## config.mk

```make
export PLATFORM = sky130hd
export DESIGN_NAME = kbd_text_writer
export DESIGN_NICKNAME = d
export VERILOG_FILES = /design/src/rtl/kbd_text_writer.sv
export SDC_FILE = /design/constraint.sdc
export NUM_CORES = 1
export LEC_CHECK = 0
export CORE_AREA = 2 2 135 137
export DETAILED_ROUTE_END_ITERATION = 8
export DIE_AREA = 0 0 137 139
export PLACE_DENSITY = 0.8
export SETUP_SLACK_MARGIN = 0.05
export SLEW_MARGIN = 20
export SYNTH_ARGS = -nofsm -noshare
export SYNTH_HDL_FRONTEND = slang
export SYNTH_SLANG_ARGS = --single-unit
```

## constraint.sdc

```tcl
create_clock -name CLOCK_50 -period 11.15 [get_ports CLOCK_50]
set_clock_uncertainty 0.1 [all_clocks]
set_input_delay 1.6725 -clock CLOCK_50 [delete_from_list [all_inputs] [get_ports CLOCK_50]]
set_output_delay 1.6725 -clock CLOCK_50 [all_outputs]
set_load 0.01 [all_outputs]
```

## src/rtl/kbd_text_writer.sv

```systemverilog
// Keyboard-to-text-memory bridge: buffers decoded key characters in a FIFO and
// drains them into the memory-mapped text buffer while tracking a wrapping cursor.
module kbd_text_writer #(
    parameter int unsigned       DEPTH     = 16,
    parameter int unsigned       ADDR_W    = 19,
    parameter logic [ADDR_W-1:0] BASE_ADDR = ADDR_W'(32'hf00),
    parameter int unsigned       LINE_LEN  = 70,
    parameter int unsigned       LINES     = 30,
    parameter int unsigned       PULSE_LEN = 32,
    localparam int unsigned      CUR_W     = $clog2(LINE_LEN * LINES),
    localparam int unsigned      CNT_W     = $clog2(DEPTH) + 1
) (
    input  logic              CLOCK_50,
    input  logic              rst_n,
    input  logic              clear,
    input  logic              key_ready,
    input  logic [7:0]        key_ascii,
    input  logic [2:0]        key_mode,
    output logic              mem_we,
    output logic [ADDR_W-1:0] mem_addr,
    output logic [31:0]       mem_data,
    input  logic              mem_ack,
    output logic              k_change,
    output logic [CUR_W-1:0]  pos,
    output logic [CNT_W-1:0]  fifo_count,
    output logic              overflow
);

    localparam int unsigned PTR_W  = $clog2(DEPTH);
    localparam int unsigned COL_W  = $clog2(LINE_LEN);
    localparam int unsigned LINE_W = $clog2(LINES);
    localparam int unsigned PCNT_W = $clog2(PULSE_LEN + 1);
    localparam int unsigned CELLS  = LINE_LEN * LINES;

    typedef enum logic [1:0] {S_IDLE, S_ISSUE, S_HOLD} state_e;

    state_e              state_q, state_d;
    logic                key_ready_q, key_ready_d;
    logic [7:0]          fifo_mem_q [DEPTH];
    logic [PTR_W-1:0]    wr_ptr_q, wr_ptr_d, rd_ptr_q, rd_ptr_d;
    logic [CNT_W-1:0]    count_q, count_d;
    logic [CUR_W-1:0]    pos_q, pos_d;
    logic [COL_W-1:0]    col_q, col_d;
    logic [LINE_W-1:0]   line_q, line_d;
    logic                overflow_q, overflow_d;
    logic                mem_we_q, mem_we_d;
    logic [ADDR_W-1:0]   mem_addr_q, mem_addr_d;
    logic [31:0]         mem_data_q, mem_data_d;
    logic                k_change_q, k_change_d;
    logic [PCNT_W-1:0]   pulse_cnt_q, pulse_cnt_d;
    logic                is_print_q, is_print_d;

    logic       rise, mode_ok, push_req, push_ok, pop, fifo_full, fifo_we;
    logic [7:0] head;

    function automatic logic [ADDR_W-1:0] cell_addr(input logic [CUR_W-1:0] p);
        return BASE_ADDR + ADDR_W'({p, 2'b00});
    endfunction

    assign rise      = key_ready & ~key_ready_q;
    assign mode_ok   = (key_mode == 3'd1) || (key_mode == 3'd3) || (key_mode == 3'd4);
    assign push_req  = rise && (key_ascii != 8'h00) && mode_ok;
    assign head      = fifo_mem_q[rd_ptr_q];
    assign fifo_full = (count_q == CNT_W'(DEPTH));
    assign pop       = (state_q == S_IDLE) && (count_q != '0);
    // A full FIFO still accepts a push when the head leaves on the same edge
    assign push_ok   = push_req && (!fifo_full || pop);

    always_comb begin
        state_d     = state_q;
        key_ready_d = key_ready;
        wr_ptr_d    = wr_ptr_q;
        rd_ptr_d    = rd_ptr_q;
        count_d     = count_q;
        pos_d       = pos_q;
        col_d       = col_q;
        line_d      = line_q;
        overflow_d  = overflow_q;
        mem_we_d    = mem_we_q;
        mem_addr_d  = mem_addr_q;
        mem_data_d  = mem_data_q;
        k_change_d  = k_change_q;
        pulse_cnt_d = pulse_cnt_q;
        is_print_d  = is_print_q;
        fifo_we     = 1'b0;

        if (clear) begin
            wr_ptr_d    = '0;
            rd_ptr_d    = '0;
            count_d     = '0;
            pos_d       = '0;
            col_d       = '0;
            line_d      = '0;
            overflow_d  = 1'b0;
            state_d     = S_IDLE;
            mem_we_d    = 1'b0;
            k_change_d  = 1'b0;
            pulse_cnt_d = '0;
        end else begin
            if (push_ok) begin
                fifo_we  = 1'b1;
                wr_ptr_d = wr_ptr_q + PTR_W'(1);
            end
            if (push_req && !push_ok) overflow_d = 1'b1;
            if (pop) rd_ptr_d = rd_ptr_q + PTR_W'(1);
            if (push_ok && !pop)      count_d = count_q + CNT_W'(1);
            else if (!push_ok && pop) count_d = count_q - CNT_W'(1);

            case (state_q)
                S_IDLE: begin
                    if (pop) begin
                        if (head >= 8'h20 && head <= 8'h7e) begin
                            mem_we_d   = 1'b1;
                            mem_addr_d = cell_addr(pos_q);
                            mem_data_d = {24'h0, head};
                            is_print_d = 1'b1;
                            state_d    = S_ISSUE;
                        end else if (head == 8'h0d || head == 8'h0a) begin
                            col_d = '0;
                            if (line_q == LINE_W'(LINES - 1)) begin
                                line_d = '0;
                                pos_d  = '0;
                            end else begin
                                line_d = line_q + LINE_W'(1);
                                pos_d  = pos_q - CUR_W'(col_q) + CUR_W'(LINE_LEN);
                            end
                        end else if (head == 8'h08 && pos_q != '0) begin
                            // Cursor moves back at the pop so the blank lands on the new cell
                            pos_d = pos_q - CUR_W'(1);
                            if (col_q == '0) begin
                                col_d  = COL_W'(LINE_LEN - 1);
                                line_d = line_q - LINE_W'(1);
                            end else begin
                                col_d = col_q - COL_W'(1);
                            end
                            mem_we_d   = 1'b1;
                            mem_addr_d = cell_addr(pos_q - CUR_W'(1));
                            mem_data_d = 32'h0000_0020;
                            is_print_d = 1'b0;
                            state_d    = S_ISSUE;
                        end
                    end
                end
                S_ISSUE: begin
                    if (mem_ack) begin
                        mem_we_d    = 1'b0;
                        k_change_d  = 1'b1;
                        pulse_cnt_d = '0;
                        state_d     = S_HOLD;
                        if (is_print_q) begin
                            pos_d = (pos_q == CUR_W'(CELLS - 1)) ? '0 : pos_q + CUR_W'(1);
                            if (col_q == COL_W'(LINE_LEN - 1)) begin
                                col_d  = '0;
                                line_d = (line_q == LINE_W'(LINES - 1)) ? '0 : line_q + LINE_W'(1);
                            end else begin
                                col_d = col_q + COL_W'(1);
                            end
                        end
                    end
                end
                S_HOLD: begin
                    if (pulse_cnt_q == PCNT_W'(PULSE_LEN - 1)) begin
                        k_change_d = 1'b0;
                        state_d    = S_IDLE;
                    end else begin
                        pulse_cnt_d = pulse_cnt_q + PCNT_W'(1);
                    end
                end
                default: state_d = S_IDLE;
            endcase
        end
    end

    always_ff @(posedge CLOCK_50) begin
        if (!rst_n) begin
            state_q     <= S_IDLE;
            key_ready_q <= 1'b0;
            wr_ptr_q    <= '0;
            rd_ptr_q    <= '0;
            count_q     <= '0;
            pos_q       <= '0;
            col_q       <= '0;
            line_q      <= '0;
            overflow_q  <= 1'b0;
            mem_we_q    <= 1'b0;
            mem_addr_q  <= BASE_ADDR;
            mem_data_q  <= '0;
            k_change_q  <= 1'b0;
            pulse_cnt_q <= '0;
            is_print_q  <= 1'b0;
        end else begin
            state_q     <= state_d;
            key_ready_q <= key_ready_d;
            wr_ptr_q    <= wr_ptr_d;
            rd_ptr_q    <= rd_ptr_d;
            count_q     <= count_d;
            pos_q       <= pos_d;
            col_q       <= col_d;
            line_q      <= line_d;
            overflow_q  <= overflow_d;
            mem_we_q    <= mem_we_d;
            mem_addr_q  <= mem_addr_d;
            mem_data_q  <= mem_data_d;
            k_change_q  <= k_change_d;
            pulse_cnt_q <= pulse_cnt_d;
            is_print_q  <= is_print_d;
        end
    end

    // Storage needs no reset: occupancy and pointers define what is valid
    always_ff @(posedge CLOCK_50) begin
        if (rst_n && fifo_we) fifo_mem_q[wr_ptr_q] <= key_ascii;
    end

    assign mem_we     = mem_we_q;
    assign mem_addr   = mem_addr_q;
    assign mem_data   = mem_data_q;
    assign k_change   = k_change_q;
    assign pos        = pos_q;
    assign fifo_count = count_q;
    assign overflow   = overflow_q;

endmodule

```

Cell sizes after repair:
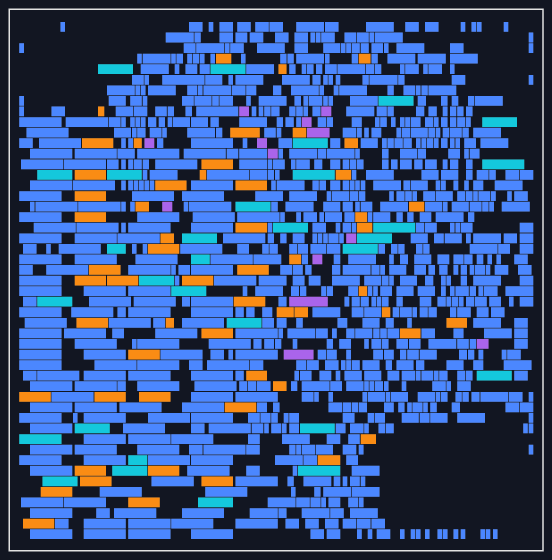
- cyan: _6 and larger (cells 30; share 3.1%)
- orange: _2 cells (cells 56; share 5.8%)
- purple: _3 and _4 cells (cells 13; share 1.3%)
- blue: _0 and _1 cells (cells 866; share 90%)

Gate-type map:
Scale bar: 50 µm.
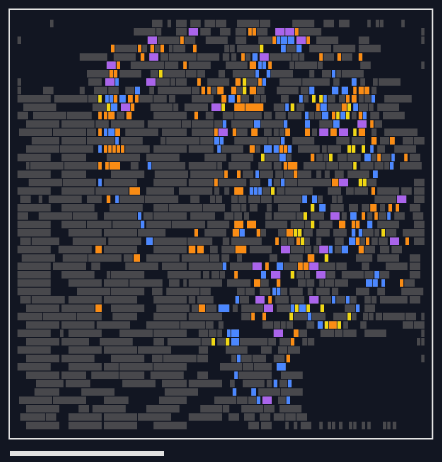
- orange: nor cells (cells 131; most used nor2_1)
- blue: nand cells (cells 109; most used nand2_1)
- yellow: inv cells (cells 41; most used inv_1)
- purple: xor and xnor cells (cells 31; most used xnor2_1)

==> ci_impl_report.md <==
## Synthesis and layout report

| Metric | Value |
|---|---|
| Chip area | `0.0190 mm²` |
| Die width | `137 µm` |
| Top cells by area | `edfxtp_1 (37%), dfxtp_1 (14%), mux4_2 (6.2%)` |
| I/O Buffers | `56` |
| Dominant logic cell type in the layout | `edfxtp_1` |
| Share of layout cells above drive strength 1 | `10.3%` |
| # DRC | `0` |
| Total gr overflow | `0` |
| Area delta synth->final | `12.8%` |
| FF-to-FF setup slack | `6.31 ns` |
| F_max | `0.207 GHz` |
| Critical path endpoint | `line_q[3]$_SDFFE_PP0P_` |
| First-pass detailed-route iteration total | `5` |
| Setup violations, final | `0` |
| Startpoint types | `flop` |
| Yosys top cell by area | `edfxtp_1` |
| Largest register FFs | `128` |
| Clock latency on the worst-skew pair | `0.53 ns` |
| Gpl congestion | `0.927` |
| Yosys warns | `0` |
| Setup TNS Final | `0 ns` |
| Reg2Reg Depth | `10` |
| PwrDens | `171 mW/mm²` |
| Fin. Hold Viols | `0` |
| Core area | `0.0177 mm²` |
| Reg with most FFs | `fifo_mem_q` |
| Cts bufs inserted | `22` |
| Yosys Instances | `908` |
| Kind of critical path | `reg -> reg` |
| Row Count | `49` |
| CTS Sinks | `203` |
| Vias per cell | `6.25` |
| Vias in the first global route | `6848` |
| ANT nets after route | `0` |
| Synthesized instance count | `908` |
| Hold_ws | `0.351 ns` |
| Post-layout minimum cycle time | `4.84 ns` |
| Run status | `completed` |
| Hold Crit Depth | `2` |
| Nets | `1014` |
| Fillcell total | `1295` |
| Final WL | `24700 µm` |
| TritonCTS clock tree | `built` |
| Worst Path Max Fanout | `36` |
| Cts hold-fix bufs | `0` |
| Reg2reg end | `line_q[3]$_SDFFE_PP0P_` |
| # resized after CTS | `0` |
| Post-Synthesis Cell Area | `0.0105 mm²` |
| H-tree levels | `1` |
| Synth top cell by count | `edfxtp_1` |
| Slew headroom | `19.6%` |
| Most instantiated logic cells after routing | `edfxtp_1 (128), nor2_1 (82), dfxtp_1 (74), nand2_1 (61), clkdlybuf4s50_1 (56)` |
| Detailed-placement wirelength estimate | `15900 µm` |
| Worst Path Arrival | `5.14 ns` |
| Pin count of the biggest net entering global routing | `39` |
| Die H | `139 µm` |
| Worst vdd ir | `0.168 mV` |
| Leak | `0.00409 µW` |
| Clock tree buffer depth | `3` |
| Iteration-0 DRC Markers | `755` |
| Post-CTS setup buffers | `0` |
| Unique cell types | `81` |
| Initial antenna violation count | `0` |
| WHS Endpoint | `mem_data[3]$_SDFFE_PN0P_` |
| Init Core Util | `59.2%` |
| Worst min path class | `reg -> reg` |
| Log Warnings | `44` |
| Post-synth EDFFs | `128` |
| Max Cap Violations | `0` |
| Sequential-to-total area share from yosys stat | `51.1%` |
| Synth flops | `203` |
| Commonest cells in the synthesized netlist | `edfxtp_1 (128), nor2_1 (83), dfxtp_1 (75), nand2_1 (61), ha_1 (47)` |
| Asr flop ratio synth | `0%` |
| Endpoint class of the critical path | `flop` |
| Average size of a mapped cell | `11.5 µm²` |
Metal 3:
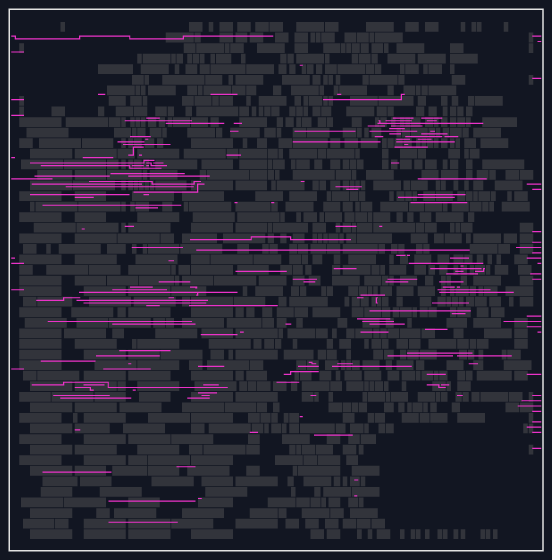
- wire length on this layer: 1790 µm
- longest straight run: 70.2 µm
- nets with wire on the layer: 133
- share of all routed wire: 7.3%

Congestion heat map:
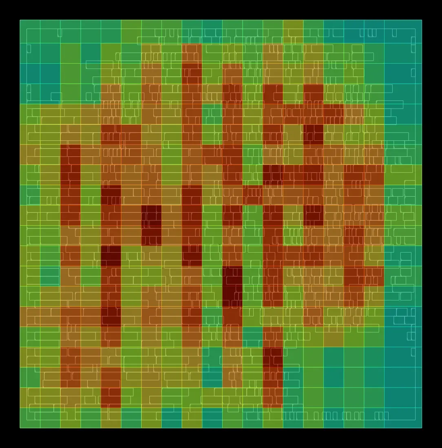
routed len/inst: 20.7 µm
All-Layer GR Usage: 25.8%
final cell utilization of the core: 66.8%
global routing usage on met2: 43.4%

==> kinds of logic after synthesis <==
logic type               synth area share, %
AND-OR/OR-AND                           12.6
XOR/XNOR                                2.60
adder cells (fa/ha/maj)                 6.01
buffers and inverters                   6.13
flip-flops                              51.1
multiplexers                            8.68
other                                 0.0359
AND/OR/NAND/NOR                         12.8
==> per-layer routing <==
metal / routed length (µm) / up-vias / GRT usage [%]
li1: - / 3426 / -
met3: 1790 / 63 / 3.62
met4: 810 / 0 / 8.57
met5: 0 / - / 0
met2: 12300 / 342 / 43.4
met1: 9730 / 3635 / 34.5
==> critical path, stage by stage (launching register included) <==
cell and delay, ns:
dfxtp_2 0.31, buf_4 0.55, mux4_2 0.59, a22o_1 0.27, nor2_1 0.40, nand3_1 0.21
a2111oi_4 0.71, or2_1 0.86, mux2_2 0.42, a22oi_1 0.14, o22ai_1 0.11
==> metrics by stage <==
step / total power [µW] / cell area, µm² / cells / worst slack, ns
floorplan: 1170 / 10600 / 937 / 7.16
global placement: 1240 / 11000 / 1154 / 6.14
detailed placement: 1250 / 11000 / 1154 / 6.02
CTS: 2030 / 11800 / 1194 / 6.34
global route: 2090 / 11800 / 1194 / 6.02
finish: 2020 / 11800 / 1194 / 6.31
==> layout make-up <==
| type | instances | area [µm²] | area share (%) |
|---|---|---|---|
| flip-flops and latches | 203 | 5350 | 45.4 |
| multi-input cells | 617 | 4590 | 38.9 |
| repair buffers | 64 | 621 | 5.26 |
| clock buffers | 30 | 611 | 5.18 |
| well taps | 229 | 287 | 2.43 |
| clock inverters | 10 | 180 | 1.53 |
| inverters | 41 | 154 | 1.31 |
==> power breakdown <==
group	leakage, µW	internal, µW	switching, µW
clock network	0.000380	480	304
logic	0.00195	174	223
registers	0.00176	820	20.1
Power figures rest on the tool's default switching activity, not on a simulated workload.
